[src/rtl/draw_arbiter.sv]
// Round-robin arbiter sharing one VGA pixel-write port between several draw engines.
// A grant is held until the engine reports done, drops its request, or the watchdog expires.
module draw_arbiter #(
  parameter int NUM_REQ         = 2,
  parameter int X_WIDTH         = 9,
  parameter int Y_WIDTH         = 8,
  parameter int COLOR_WIDTH     = 3,
  parameter int WATCHDOG_CYCLES = 65535
) (
  input  logic                           clock,
  input  logic                           reset,
  input  logic [NUM_REQ-1:0]             req,
  input  logic [NUM_REQ-1:0]             done,
  input  logic [NUM_REQ*X_WIDTH-1:0]     in_x,
  input  logic [NUM_REQ*Y_WIDTH-1:0]     in_y,
  input  logic [NUM_REQ*COLOR_WIDTH-1:0] in_color,
  input  logic [NUM_REQ-1:0]             in_plot,
  output logic [NUM_REQ-1:0]             grant,
  output logic [X_WIDTH-1:0]             out_x,
  output logic [Y_WIDTH-1:0]             out_y,
  output logic [COLOR_WIDTH-1:0]         out_color,
  output logic                           plot,
  output logic                           busy,
  output logic                           timeout_err
);

  localparam int IDX_W = (NUM_REQ > 1) ? $clog2(NUM_REQ) : 1;
  localparam logic [15:0] WD_LAST = 16'(WATCHDOG_CYCLES - 1);
  localparam logic [NUM_REQ-1:0] ONE_HOT_0 = {{(NUM_REQ-1){1'b0}}, 1'b1};

  typedef enum logic [1:0] {
    IDLE    = 2'd0,
    GRANT   = 2'd1,
    RELEASE = 2'd2
  } state_t;

  state_t             state_r;
  logic [IDX_W-1:0]   last_r;
  logic [IDX_W-1:0]   sel_r;
  logic [15:0]        count_r;

  logic [NUM_REQ-1:0]     eligible_s;
  logic [IDX_W-1:0]       winner_s;
  logic                   found_s;
  logic [X_WIDTH-1:0]     sel_x_s;
  logic [Y_WIDTH-1:0]     sel_y_s;
  logic [COLOR_WIDTH-1:0] sel_color_s;
  logic                   sel_plot_s;
  logic                   sel_done_s;
  logic                   sel_req_s;

  assign eligible_s = req & ~done;

  // Round-robin search: first eligible engine after the last one served, wrapping.
  always_comb begin
    int                 idx;
    logic [NUM_REQ-1:0] shifted;
    winner_s = last_r;
    found_s  = 1'b0;
    idx      = 0;
    shifted  = {NUM_REQ{1'b0}};
    for (int k = 1; k <= NUM_REQ; k++) begin
      idx = int'(last_r) + k;
      if (idx >= NUM_REQ) begin
        idx = idx - NUM_REQ;
      end else begin
        idx = idx;
      end
      shifted = eligible_s >> idx;
      if (!found_s && shifted[0]) begin
        found_s  = 1'b1;
        winner_s = IDX_W'(idx);
      end else begin
        found_s  = found_s;
      end
    end
  end

  // Steer the granted engine's pixel stream and status onto internal buses.
  always_comb begin
    logic [NUM_REQ*X_WIDTH-1:0]     x_shift;
    logic [NUM_REQ*Y_WIDTH-1:0]     y_shift;
    logic [NUM_REQ*COLOR_WIDTH-1:0] c_shift;
    logic [NUM_REQ-1:0]             p_shift;
    logic [NUM_REQ-1:0]             d_shift;
    logic [NUM_REQ-1:0]             r_shift;
    x_shift     = in_x >> (int'(sel_r) * X_WIDTH);
    y_shift     = in_y >> (int'(sel_r) * Y_WIDTH);
    c_shift     = in_color >> (int'(sel_r) * COLOR_WIDTH);
    p_shift     = in_plot >> sel_r;
    d_shift     = done >> sel_r;
    r_shift     = req >> sel_r;
    sel_x_s     = x_shift[X_WIDTH-1:0];
    sel_y_s     = y_shift[Y_WIDTH-1:0];
    sel_color_s = c_shift[COLOR_WIDTH-1:0];
    sel_plot_s  = p_shift[0];
    sel_done_s  = d_shift[0];
    sel_req_s   = r_shift[0];
  end

  // Arbitration FSM with registered grant, pixel port, busy and watchdog flag.
  always_ff @(posedge clock) begin
    if (reset) begin
      state_r     <= IDLE;
      last_r      <= IDX_W'(NUM_REQ - 1);
      sel_r       <= {IDX_W{1'b0}};
      count_r     <= 16'd0;
      grant       <= {NUM_REQ{1'b0}};
      out_x       <= {X_WIDTH{1'b0}};
      out_y       <= {Y_WIDTH{1'b0}};
      out_color   <= {COLOR_WIDTH{1'b0}};
      plot        <= 1'b0;
      busy        <= 1'b0;
      timeout_err <= 1'b0;
    end else begin
      case (state_r)
        IDLE: begin
          plot <= 1'b0;
          if (found_s) begin
            grant   <= ONE_HOT_0 << winner_s;
            sel_r   <= winner_s;
            count_r <= 16'd0;
            busy    <= 1'b1;
            state_r <= GRANT;
          end else begin
            state_r <= IDLE;
          end
        end
        GRANT: begin
          // The exit edge still registers the engine's last pixel.
          out_x     <= sel_x_s;
          out_y     <= sel_y_s;
          out_color <= sel_color_s;
          plot      <= sel_plot_s;
          count_r   <= count_r + 16'd1;
          if (sel_done_s || !sel_req_s) begin
            state_r <= RELEASE;
          end else if (count_r == WD_LAST) begin
            timeout_err <= 1'b1;
            state_r     <= RELEASE;
          end else begin
            state_r <= GRANT;
          end
        end
        RELEASE: begin
          grant   <= {NUM_REQ{1'b0}};
          plot    <= 1'b0;
          last_r  <= sel_r;
          count_r <= 16'd0;
          busy    <= 1'b0;
          state_r <= IDLE;
        end
        default: begin
          grant   <= {NUM_REQ{1'b0}};
          plot    <= 1'b0;
          busy    <= 1'b0;
          count_r <= 16'd0;
          state_r <= IDLE;
        end
      endcase
    end
  end

endmodule
[config.mk]
export PLATFORM = sky130hd
export DESIGN_NAME = draw_arbiter
export DESIGN_NICKNAME = d
export VERILOG_FILES = /design/src/rtl/draw_arbiter.sv
export SDC_FILE = /design/constraint.sdc
export NUM_CORES = 1
export LEC_CHECK = 0
export CAP_MARGIN = 0
export CORE_UTILIZATION = 40
export CTS_CLUSTER_DIAMETER = 200
export DETAILED_ROUTE_END_ITERATION = 8
export PLACE_DENSITY = 0.81
export SLEW_MARGIN = 15
export SYNTH_ARGS = -nofsm -noshare
export SYNTH_HDL_FRONTEND = slang
export SYNTH_SLANG_ARGS = --single-unit
export TNS_END_PERCENT = 20
[constraint.sdc]
create_clock -name clock -period 3.6 [get_ports clock]
set_input_delay 1.08 -clock clock [delete_from_list [all_inputs] [get_ports clock]]
set_output_delay 1.08 -clock clock [all_outputs]
set_load 0.005 [all_outputs]
==> results.sh, run 1 <==
# yosys + openroad results
export IMPL_ys_sh_xor_pct=0
export IMPL_synth_cellmix_compoundShare_pct=20.6
export IMPL_drt_first_iter_violations=152
export IMPL_crit_slowest_cell="clkdlybuf4s50_1"
export IMPL_drc=0
export IMPL_ys_ff=45
export IMPL_fp_nets=295
export IMPL_inv_count=2
export IMPL_setup_tns_ps=0
export IMPL_cp_cell_sequence="clkdlybuf4s50_1 -> nor3b_4 -> nand4_1 -> or3_1 -> nand3_1"
export IMPL_fin_crit_ps=2430
export IMPL_yosys_stat_seqShare_pct=41.8
export IMPL_logic_area_um2=1160
export IMPL_nClkBuffers=6
export IMPL_yosysUniqueCellTypes=36
export IMPL_nets=359
export IMPL_rsz0062_at_grt="false"
export IMPL_power_switching_uw=279
export IMPL_vias_per_cell=5.42
export IMPL_setup_violations=0
export IMPL_n_all_buffers=78
export IMPL_yosys_area_um2=2150
export IMPL_maxCapViolations=0
export IMPL_status="completed"
export IMPL_tapCellCount=70
export IMPL_mux_share_pct=10.2
export IMPL_layout_drive_gt1_share_pct=6.13
export IMPL_std_cell_rows=26
export IMPL_synthArstFlopShare_pct=0
export IMPL_postCtsSetupBuffers=0
export IMPL_grt_pass1_vias=1892
export IMPL_synth_avg_cell_area_um2=8.79
export IMPL_antenna_found_initial=0
export IMPL_grt_max_degree=31
export IMPL_cpPeakStageDelay_ps=520
export IMPL_clock_sinks=45
export IMPL_chipWidth_um=75.4
export IMPL_firstDrtPassIters=4
export IMPL_cts_tree="done"
export IMPL_ctsRootBufferMaster="clkbuf_8"
export IMPL_ff_count=45
export IMPL_crit_path_end_kind="register"
export IMPL_cellLeakagePower_uw=0.00100
export IMPL_htreeDepth=2
export IMPL_syn_area_um2=2150
export IMPL_clk_share_pct=3.95
export IMPL_n_antenna_cell=0
## run 1: cell usage in the layout (no fill, tap or decap), types with 2 or more instances in the layout
cell type,instances
clkbuf_8,6
or3_1,6
o21ai_0,12
nand3_1,9
a211oi_1,21
clkdlybuf4s50_1,72
and3_1,3
a31oi_1,2
o211ai_1,4
nand2_1,9
nand4_1,7
nor3_1,4
dfxtp_1,45
buf_4,6
a21oi_1,19
nand4b_1,2
nor2_1,27
nor2b_1,4
mux2i_1,22
inv_1,2
a41oi_1,5
nand2b_1,4
and4_1,2
and2_1,2
ha_1,2
## run 1: metal layers
metal,up-vias,GRT usage [%],share of wire [%]
li1,1035,-,-
met1,933,23.6,43
met2,84,31.8,45
met3,7,7.67,10
met4,0,7.00,1.4
met5,-,0,0
## run 1: power by group through the flow
| stage | clock (uW) | sequential (uW) | combinational, uW |
|---|---|---|---|
| detailed placement | 0 | 553 | 220 |
| global route | 428 | 545 | 242 |
| CTS | 406 | 542 | 221 |
| global placement | 0 | 552 | 215 |
| floorplan | 0 | 552 | 99.5 |
| finish | 399 | 541 | 218 |
## run 1: final timing paths
check / endpoint / depth (start not counted) / startpoint / slack [ps]
worst max register to register: out_y[1] / 4 / state_r[0] / 1550
worst min register to register: timeout_err / 2 / timeout_err / 470
worst min-delay path: timeout_err / 2 / timeout_err / 470
worst max-delay path: count_r[15] / 5 / reset / 1170
## run 1: through the flow
stage          area [um2]  utilization, %  total power (uW)  cells
4_1_cts              3040            59.1              1170    380
5_1_grt              3040            59.1              1210    380
3_5_place_dp         2920            56.8               773    372
3_3_place_gp         2920            56.8               767    372
2_1_floorplan        2150               -               651    245
6_report             3040            59.1              1160    380
## run 1: critical path: cells and delay by family
family | cells | cell delay [ps]
and+or+nand+nor | 4 | 1070
buffers and inverters | 1 | 520
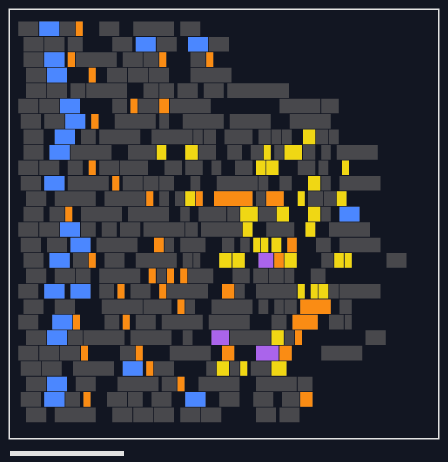
Fig. 1. Selected gate families (run 1).
Bar = 20 um.
| family | color | cells |
|---|---|---|
| mux cells | blue | 22 |
| nor cells | orange | 39 |
| non-inverting ao/oa cells | purple | 3 |
| nand cells | yellow | 32 |

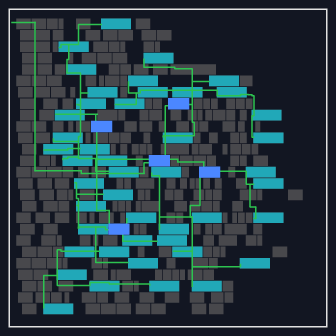
Fig. 2. Clock network drawn from the DEF (run 1).
[clock-net drivers] blue | count: 5
[clock wires] green | length: 547 um
[flip-flops] cyan | count: 45
routed clock nets: 6

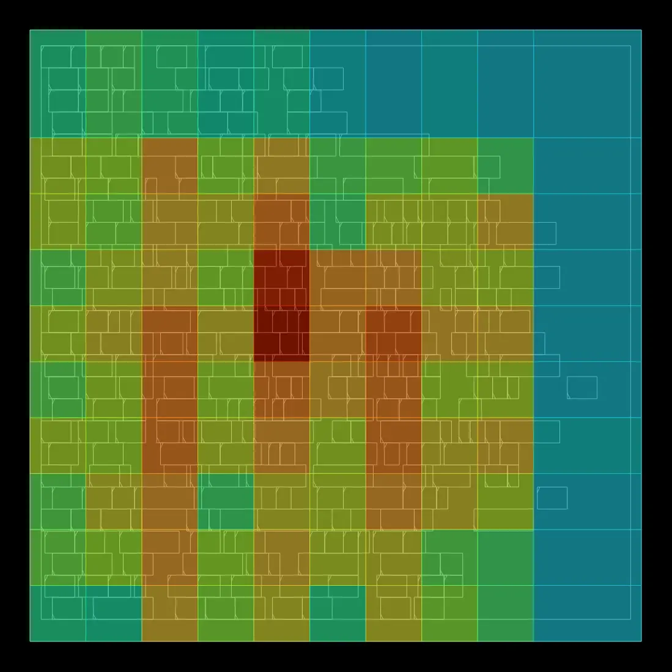
Fig. 3. Congestion heat map (run 1).
met3 usage: 7.67%
Top Usage Layer GRT: met2
GRT Util Overall: 19.6%

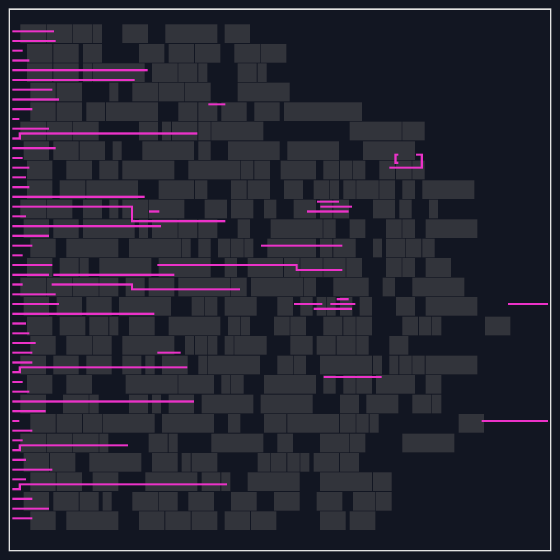
Fig. 4. M3 wires (run 1).
longest straight run: 28.7 um
nets with wire on the layer: 63
share of all routed wire: 10%

--- run 2 (diff from run 1) ---
Settings changed: PLACE_DENSITY 0.81 to 0.84.
Clock period 3.6 ns to 2 ns, I/O delays scaled along.
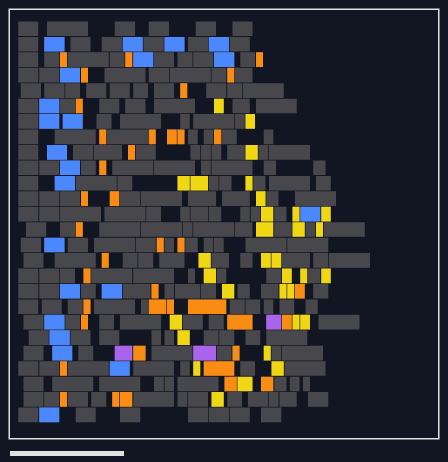
Fig. 5. Selected gate families (run 2).
Bar = 20 um.
| family | color | cells |
|---|---|---|
| nand cells | yellow | 32 |
| nor cells | orange | 39 |
| non-inverting ao/oa cells | purple | 3 |
| mux cells | blue | 22 |

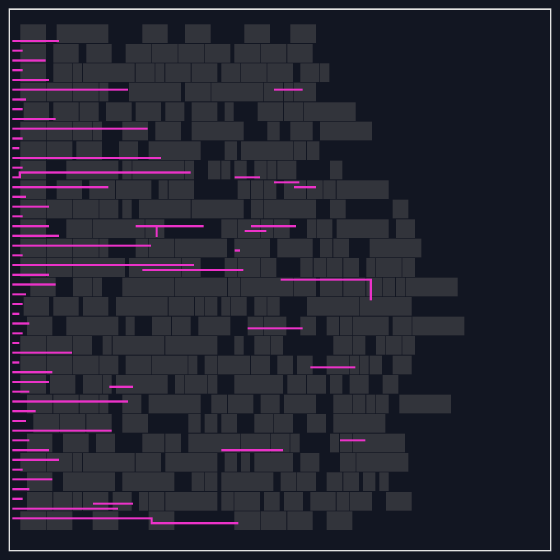
Fig. 6. M3 wires (run 2).
share of all routed wire: 8.1%
longest straight run: 25.1 um
wire length on this layer: 423 um
main direction: horizontal

==> run 2 against run 1 <==
Clock power is 38% higher. Flip-flop count stayed put. Via count up 2.7%. Critical path depth is the same.
==> results.sh, run 2 <==
# yosys + openroad results
export IMPL_fin_crit_ps=1790
export IMPL_clock_sinks=45
export IMPL_firstDrtPassIters=4
export IMPL_n_antenna_cell=0
export IMPL_drt_first_iter_violations=146
export IMPL_path_delay_family="AND-OR/OR-AND gates"
export IMPL_holdPathStages=2
export IMPL_antenna_found_initial=0
export IMPL_place_hpwl_mm=3.76
export IMPL_path_buffers=1
export IMPL_grt_pass1_wl_mm=8.76
export IMPL_fp_nets=295
export IMPL_synth_warnings=0
export IMPL_power_switching_uw=501
export IMPL_synth_cellmix_compoundShare_pct=20.6
export IMPL_layout_drive_gt1_share_pct=7.59
export IMPL_layout_cells_most_common="clkdlybuf4s50_1"
export IMPL_drc=0
export IMPL_mux_share_pct=10.2
export IMPL_path_clk_slew_ps=80
export IMPL_power_density_nw_per_um2=633
export IMPL_crit_slowest_cell="clkdlybuf4s50_1"
export IMPL_design_area_um2=3050
export IMPL_reg2reg_depth=4
export IMPL_cpPeakStageDelay_ps=460
export IMPL_top_area_cell="dfxtp_1"
export IMPL_min_from="timeout_err"
export IMPL_grt_pass1_vias=1961
export IMPL_ctsRootBufferMaster="clkbuf_8"
export IMPL_rr_startpoint="count_r[2]"
export IMPL_chipWidth_um=75.4
export IMPL_htreeDepth=2
export IMPL_postCtsSetupBuffers=0
export IMPL_crit_path_end_kind="register"
export IMPL_yosysUniqueCellTypes=36
export IMPL_clkPwrFrac_pct=28.4
export IMPL_status="completed"
export IMPL_die_y_um=75.4
export IMPL_holdPathEnd="timeout_err"
export IMPL_cp_cell_sequence="clkdlybuf4s50_1 -> or3b_2 -> a21oi_1 -> o31ai_1 -> a21oi_1"
export IMPL_total_power_uw=1930
export IMPL_critPathLaunchType="input port"
export IMPL_cellLeakagePower_uw=0.00101
export IMPL_fin_cells=386
export IMPL_synth_avg_cell_area_um2=8.79
export IMPL_placed_cell_area_um2=2960
export IMPL_vias_per_cell=5.48
export IMPL_ys_sh_xor_pct=0
export IMPL_ys_ff=45
export IMPL_grt_max_degree=33
export IMPL_rsz0062_at_grt="false"
export IMPL_combPwrFrac_pct=21.1
export IMPL_r2r_setup_slack_ps=230
export IMPL_grt_util_all_layers_pct=20.3
export IMPL_overflow=0
export IMPL_final_util_pct=59.4
export IMPL_dp_cells=378
export IMPL_cts_hold_buf=0
export IMPL_gp_congestion=0.792
export IMPL_syn_area_um2=2150
export IMPL_ff_type="dfxtp_1"
export IMPL_synthArstFlopShare_pct=0
export IMPL_most_common_layout_cells="72 x clkdlybuf4s50_1, 45 x dfxtp_1, 27 x nor2_1"
export IMPL_std_cell_rows=26
export IMPL_cts_tree="done"
export IMPL_yosys_area_um2=2150
export IMPL_r2r_end="count_r[11]"
export IMPL_setup_tns_ps=0
export IMPL_fin_crit_sh_pct=89.4
export IMPL_yosys_stat_seqShare_pct=41.8
export IMPL_maxCapViolations=0
export IMPL_nets=365
export IMPL_setup_violations=0
run 2: cell types whose count changed in the layout (fill, tap and decap cells not counted), sizes merged:
cell,change
bufinv,-1
clkinvlp,+1
buf,+6
run 2: worst max-delay path by stage:
stage,slack (ps),from,to,cells after the start
after floorplan,320,reset,count_r[11],5
after global placement,-30,req[0],timeout_err,5
after detailed placement,-80,req[1],count_r[4],6
after CTS,220,out_y[5],out_y[5],1
after global routing,80,req[0],state_r[0],5
final,210,req[0],state_r[0],5
run 2: final cells by class:
cell class                      count  area, um2
Tap cell                           70       87.6
Clock buffer                        6       72.6
Timing Repair Buffer               84        811
Fill cell                         445       2090
Clock inverter                      2       15.0
Sequential cell                    45        901
Multi-Input combinational cell    177       1160
Inverter                            2       7.51
run 2: cell families (layout without fill, tap and decap cells):
kind of cell,Yosys count,in the layout
AND-OR/OR-AND,68,68
adder cells (fa/ha/maj),2,2
buffers and inverters,23,94
flip-flops,45,45
multiplexers,22,22
AND/OR/NAND/NOR,85,85
run 2: layer usage:
layer | share of wire [%] | wire (um) | track usage [%]
met5 | 0 | 0 | 0
met4 | 1.0 | 54 | 8.02
met3 | 8.0 | 423 | 6.48
met2 | 48 | 2520 | 33.7
met1 | 43 | 2250 | 24.3
run 2: power groups by stage:
| stage | clock network (uW) | logic, uW | registers [uW] |
|---|---|---|---|
| floorplan | 0 | 179 | 993 |
| global placement | 0 | 397 | 994 |
| detailed placement | 0 | 408 | 995 |
| CTS | 557 | 410 | 976 |
| global route | 594 | 448 | 983 |
| finish | 549 | 408 | 976 |
run 2: worst min-delay path, cell delays in order, from the launching register on:
cell and delay [ps]:
dfxtp_1 310, inv_1 50, a21oi_1 50
Power is estimated from default activity; no workload was simulated.
